<file path="src/rtl/fsa_mul_arbiter.sv">
// Round-robin front end that time-shares one combinational FSA multiplier
// between N_REQ requesters; operands are held for SETTLE_CYCLES before capture.
module fsa_mul_arbiter #(
  parameter int N_REQ         = 4,
  parameter int WIDTH         = 24,
  parameter int SETTLE_CYCLES = 2,
  localparam int IDW = (N_REQ > 1) ? $clog2(N_REQ) : 1,
  localparam int CW  = (SETTLE_CYCLES > 1) ? $clog2(SETTLE_CYCLES) : 1
) (
  input  logic                     clk,
  input  logic                     rst,
  input  logic [N_REQ-1:0]         req_valid,
  output logic [N_REQ-1:0]         req_ready,
  input  logic [N_REQ*WIDTH-1:0]   req_a,
  input  logic [N_REQ*WIDTH-1:0]   req_b,
  output logic                     resp_valid,
  input  logic                     resp_ready,
  output logic [IDW-1:0]           resp_id,
  output logic [2*WIDTH-1:0]       resp_result,
  output logic [WIDTH-1:0]         mul_a,
  output logic [WIDTH-1:0]         mul_b,
  input  logic [2*WIDTH-1:0]       mul_result,
  output logic                     busy
);

  typedef enum logic [1:0] {IDLE, SETTLE, RESP} state_t;

  state_t                        state;
  logic [IDW-1:0]                rr_ptr;
  logic [CW-1:0]                 cnt;
  logic [N_REQ-1:0][WIDTH-1:0]   op_a, op_b;
  logic [IDW-1:0]                win, idx, nxt_ptr;
  logic                          found;

  assign op_a = req_a;
  assign op_b = req_b;

  // First valid requester at or after rr_ptr, wrapping modulo N_REQ.
  always_comb begin
    win   = '0;
    idx   = '0;
    found = 1'b0;
    for (int k = 0; k < N_REQ; k++) begin
      idx = IDW'((int'(rr_ptr) + k) % N_REQ);
      if (!found && req_valid[idx]) begin
        found = 1'b1;
        win   = idx;
      end
    end
  end

  always_comb begin
    req_ready = '0;
    if (state == IDLE && found) req_ready[win] = 1'b1;
  end

  assign nxt_ptr = (win == IDW'(N_REQ - 1)) ? '0 : win + 1'b1;
  assign busy    = (state != IDLE);

  always_ff @(posedge clk or negedge rst) begin
    if (!rst) begin
      state       <= IDLE;
      rr_ptr      <= '0;
      cnt         <= '0;
      resp_valid  <= 1'b0;
      resp_id     <= '0;
      resp_result <= '0;
      mul_a       <= '0;
      mul_b       <= '0;
    end else begin
      case (state)
        IDLE: if (found) begin
          mul_a   <= op_a[win];
          mul_b   <= op_b[win];
          resp_id <= win;
          rr_ptr  <= nxt_ptr;
          cnt     <= CW'(SETTLE_CYCLES - 1);
          state   <= SETTLE;
        end
        // mul_a/mul_b stay frozen here so the FSA output can settle.
        SETTLE: if (cnt != '0) begin
          cnt <= cnt - 1'b1;
        end else begin
          resp_result <= mul_result;
          resp_valid  <= 1'b1;
          state       <= RESP;
        end
        RESP: if (resp_ready) begin
          resp_valid <= 1'b0;
          state      <= IDLE;
        end
        default: state <= IDLE;
      endcase
    end
  end

endmodule

</file>
<file path="config.mk">
export PLATFORM = sky130hd
export DESIGN_NAME = fsa_mul_arbiter
export DESIGN_NICKNAME = d
export VERILOG_FILES = /design/src/rtl/fsa_mul_arbiter.sv
export SDC_FILE = /design/constraint.sdc
export NUM_CORES = 1
export LEC_CHECK = 0
export CELL_PAD_IN_SITES_DETAIL_PLACEMENT = 1
export CELL_PAD_IN_SITES_GLOBAL_PLACEMENT = 1
export CORE_MARGIN = 3
export CORE_UTILIZATION = 26
export CTS_CLUSTER_DIAMETER = 200
export DETAILED_ROUTE_END_ITERATION = 8
export GPL_ROUTABILITY_DRIVEN = 1
export PLACE_DENSITY = 0.81
export SYNTH_ARGS = -nofsm -noshare
export SYNTH_HDL_FRONTEND = slang
export SYNTH_SLANG_ARGS = --single-unit
</file>
<file path="constraint.sdc">
create_clock -name clk -period 4 [get_ports clk]
set_clock_uncertainty 0.2 [all_clocks]
set_input_delay 1.2 -clock clk [delete_from_list [all_inputs] [get_ports clk]]
set_output_delay 1.2 -clock clk [all_outputs]
set_load 0.01 [all_outputs]
</file>
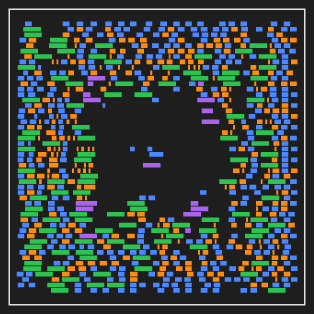
Fig. 1. Cells coloured by class.
(2 px per um)
blue -> other buffers and delay cells  # cells 368, share of their area 41%
orange -> combinational and other logic  # cells 284, share of their area 27%
green -> flops  # cells 104, share of their area 29%
purple -> clock drivers and dummy loads  # cells 16, share of their area 3.6%

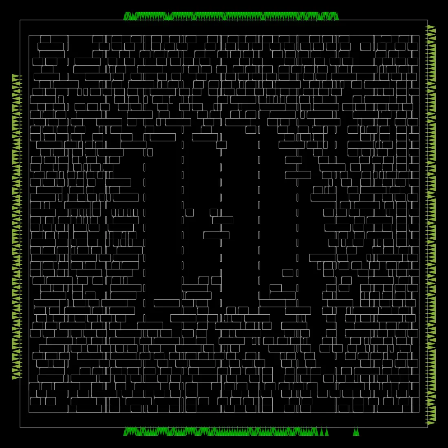
Fig. 2. Placement view.
tap cells: 260
core area: 19,100 um^2
Final Util: 0.483
placement row count: 50
fraction of area in registers: 0.281

==> reports/qor.yml <==
outcome: "finished, final reports clean"
initial_core_util: 0.270
met2_wirelength_mm: 11.3
synthArstFlopShare: 1.00
yosysMostFrequentCell: "dfrtp_1"
layout_top_cell: "clkdlybuf4s50_1"
timing.final.ws_setup_ns: 0.154
r2r_start: "rr_ptr[1]"
dp_slack_ns: -0.552
firstDrtPassIters: 4
power.density_nw_per_um2: 682
pg_seq_uw: 1900
drive_above_1_share: 0.130
cts_sinks: 104
postCtsHoldBufs: 0
worstSetupPathType: "in2reg"
max-slew-margin-rel: 0.431
top_layer: "met4"
finalSetupViolCount: 0
cpPeakStageDelay_ns: 0.71
clock.fmax_mhz: 260
min_from: "resp_id[0]"
die_y_um: 147
port_buffers: 350
arrival_ns: 3.84
drt-met1-wl_mm: 7.72
wl_met3_mm: 1.93
ys_area_um2: 5170
ir_drop_mv: 0.354
r2r_cells: 7
grt_first_pass_wirelength_mm: 32.8
wl_mm: 21.4
numCtsBuffers: 9
cp_slowest_cell: "buf_4"
grt_antenna_before_repair: 0
vias: 4919
total_power_uw: 6310
largest_area_cell: "dfrtp_1"
cp_data_required_time_ns: 3.99
place_area_um2: 8890
whs_endpoint: "resp_id[0]"
layout_min_cycle_time_ns: 3.85
gp_congestion: 0.794
clk_path_buf_depth: 2
syn_avg_cell_area_um2: 12.3
cp_num_buf_inv: 4
antenna_left: 0
fp_nets: 668
cp_num_cells: 9
path_common_cell: "buf_4"
finalSetupTns_ns: 0
hold_class: "reg2reg"
rrSetupSlack_ns: 0.92
crit_end: "mul_a[11]"
grt-ovfl-total: 0
final_nets: 1014
clk_latency_ns: 0.34
chipArea_um2: 21600
cts.repair.resized: 25
rsz0062_at_grt: "false"
whs_path_depth: 2
ys_types: 25
first_iter_violations: 83
dp_cells: 1012
first_global_vias: 5756
cp_top_family: "buffers and inverters"
tightest_slew_ns: 0.851
wire_per_inst_um: 20.7
syn_to_final_growth_pct: 78.8
grtUsageTotal: 0.192
ios: 351
r2r-end: "mul_a[11]"
syn-cell-area_um2: 5170
cp_cell_sequence: "dlygate4sd2_1 > nand2b_4 > a21oi_1 > o32a_2 > buf_4 > buf_4 > buf_4 > mux2i_1 > o221ai_1"
synthCells: 421
drc_errors: 0
maxSlewViolCount: 0
p_sw_frac: 0.365
post-cts-setup-buffers: 3
yosys_cells: 421
p_leak_uw: 0.00388
grtUsageMet2: 0.354
holdWs_ns: 0.293
hold_viol: 0
synth-main-ff-cell: "dfrtp_1"
crit_path_start_kind: "input port"
area_leaders: "dfrtp_1, mux2i_1, mux2_2"
grt_util_met1: 0.205
power_leader: "combinational logic"
startpoint: "req_valid[1]"
diodes: 0
lay_top_cells: "clkdlybuf4s50_1, dfrtp_1, mux2i_1"
fin_cells: 1032
pg_comb_uw: 3450
p_comb_frac: 0.547
ctsHtreeMaxLevel: 3
endpoint_kind: "flip-flop"
top_cell_area_share: 0.503
cts_root_buf: "clkbuf_16"
via_per_inst: 4.77
dp_hpwl_mm: 17.0
power.switching_uw: 2300
postSynthSeqShare: 0.503
cap_violations: 0
grt_use_met3: 0.0719
cts_tree: "built"
synthTopCellsByCount: "dfrtp_1, mux2i_1, nand2_1, mux2_2, o221ai_1"
pg_clk_uw: 951
intPower_uw: 4010
path_clk_slew_ns: 0.08
grt_start_max_net_pins: 55
die_w_um: 147
p_clk_frac: 0.151
ys_warn_count: 0
grt-busiest-layer: "met2"
seq_power_share: 0.302
edf_count: 0
period_used_share: 0.962
ys_ff: 104
stdcell_area_um2: 9250
cp_max_fo: 43
warnings: 26
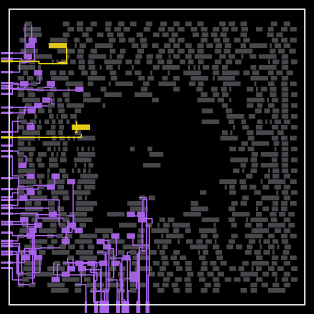
Fig. 3. I/O nets highlighted.
(2 px per um)
yellow -> resp_id  # direction output, edge left, end cells 2, buffers 2, wire 90.6 um
purple -> mul_result  # direction input, edge 30 left, 18 bottom, end cells 48, buffers 48, wire 1,430 um

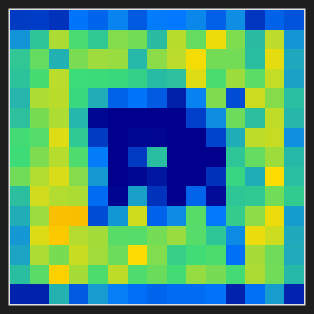
Fig. 4. Placement density heat map.
(2 px per um) The die is cut into 15 by 15 equal tiles; dark blue is low, red is high, 0 to 100% covered.
nearly empty tiles = 8.9%
mean over tiles = 41%
fullest tile = 78%
tiles over 75% full = 1.8%
emptiest ninth of the die = centre

-- layout make-up --
class,instances,area [um^2]
multi-input combinational,278,2350
clock inverter,7,95.1
tap,260,325
inverter,6,22.5
clock buffer,9,225
sequential,104,2600
timing repair buffer,368,3630
fill,2034,9900
-- cell families (layout without fill, tap and decap cells) --
group,after synthesis,count (layout),synth area share
muxes,144,144,0.290
DFF,104,104,0.503
buffers and inverters,39,390,0.0494
AOI/OAI and AO/OA,62,62,0.0995
and+or+nand+nor,71,71,0.0557
xor gates and xnor gates,1,1,0.00169
-- state kept, by name, indices dropped and copies added, names as in the netlist --
register     cells
cnt              1
mul_a           24
mul_b           24
resp_id          2
resp_result     48
resp_valid       1
rr_ptr           2
state            2
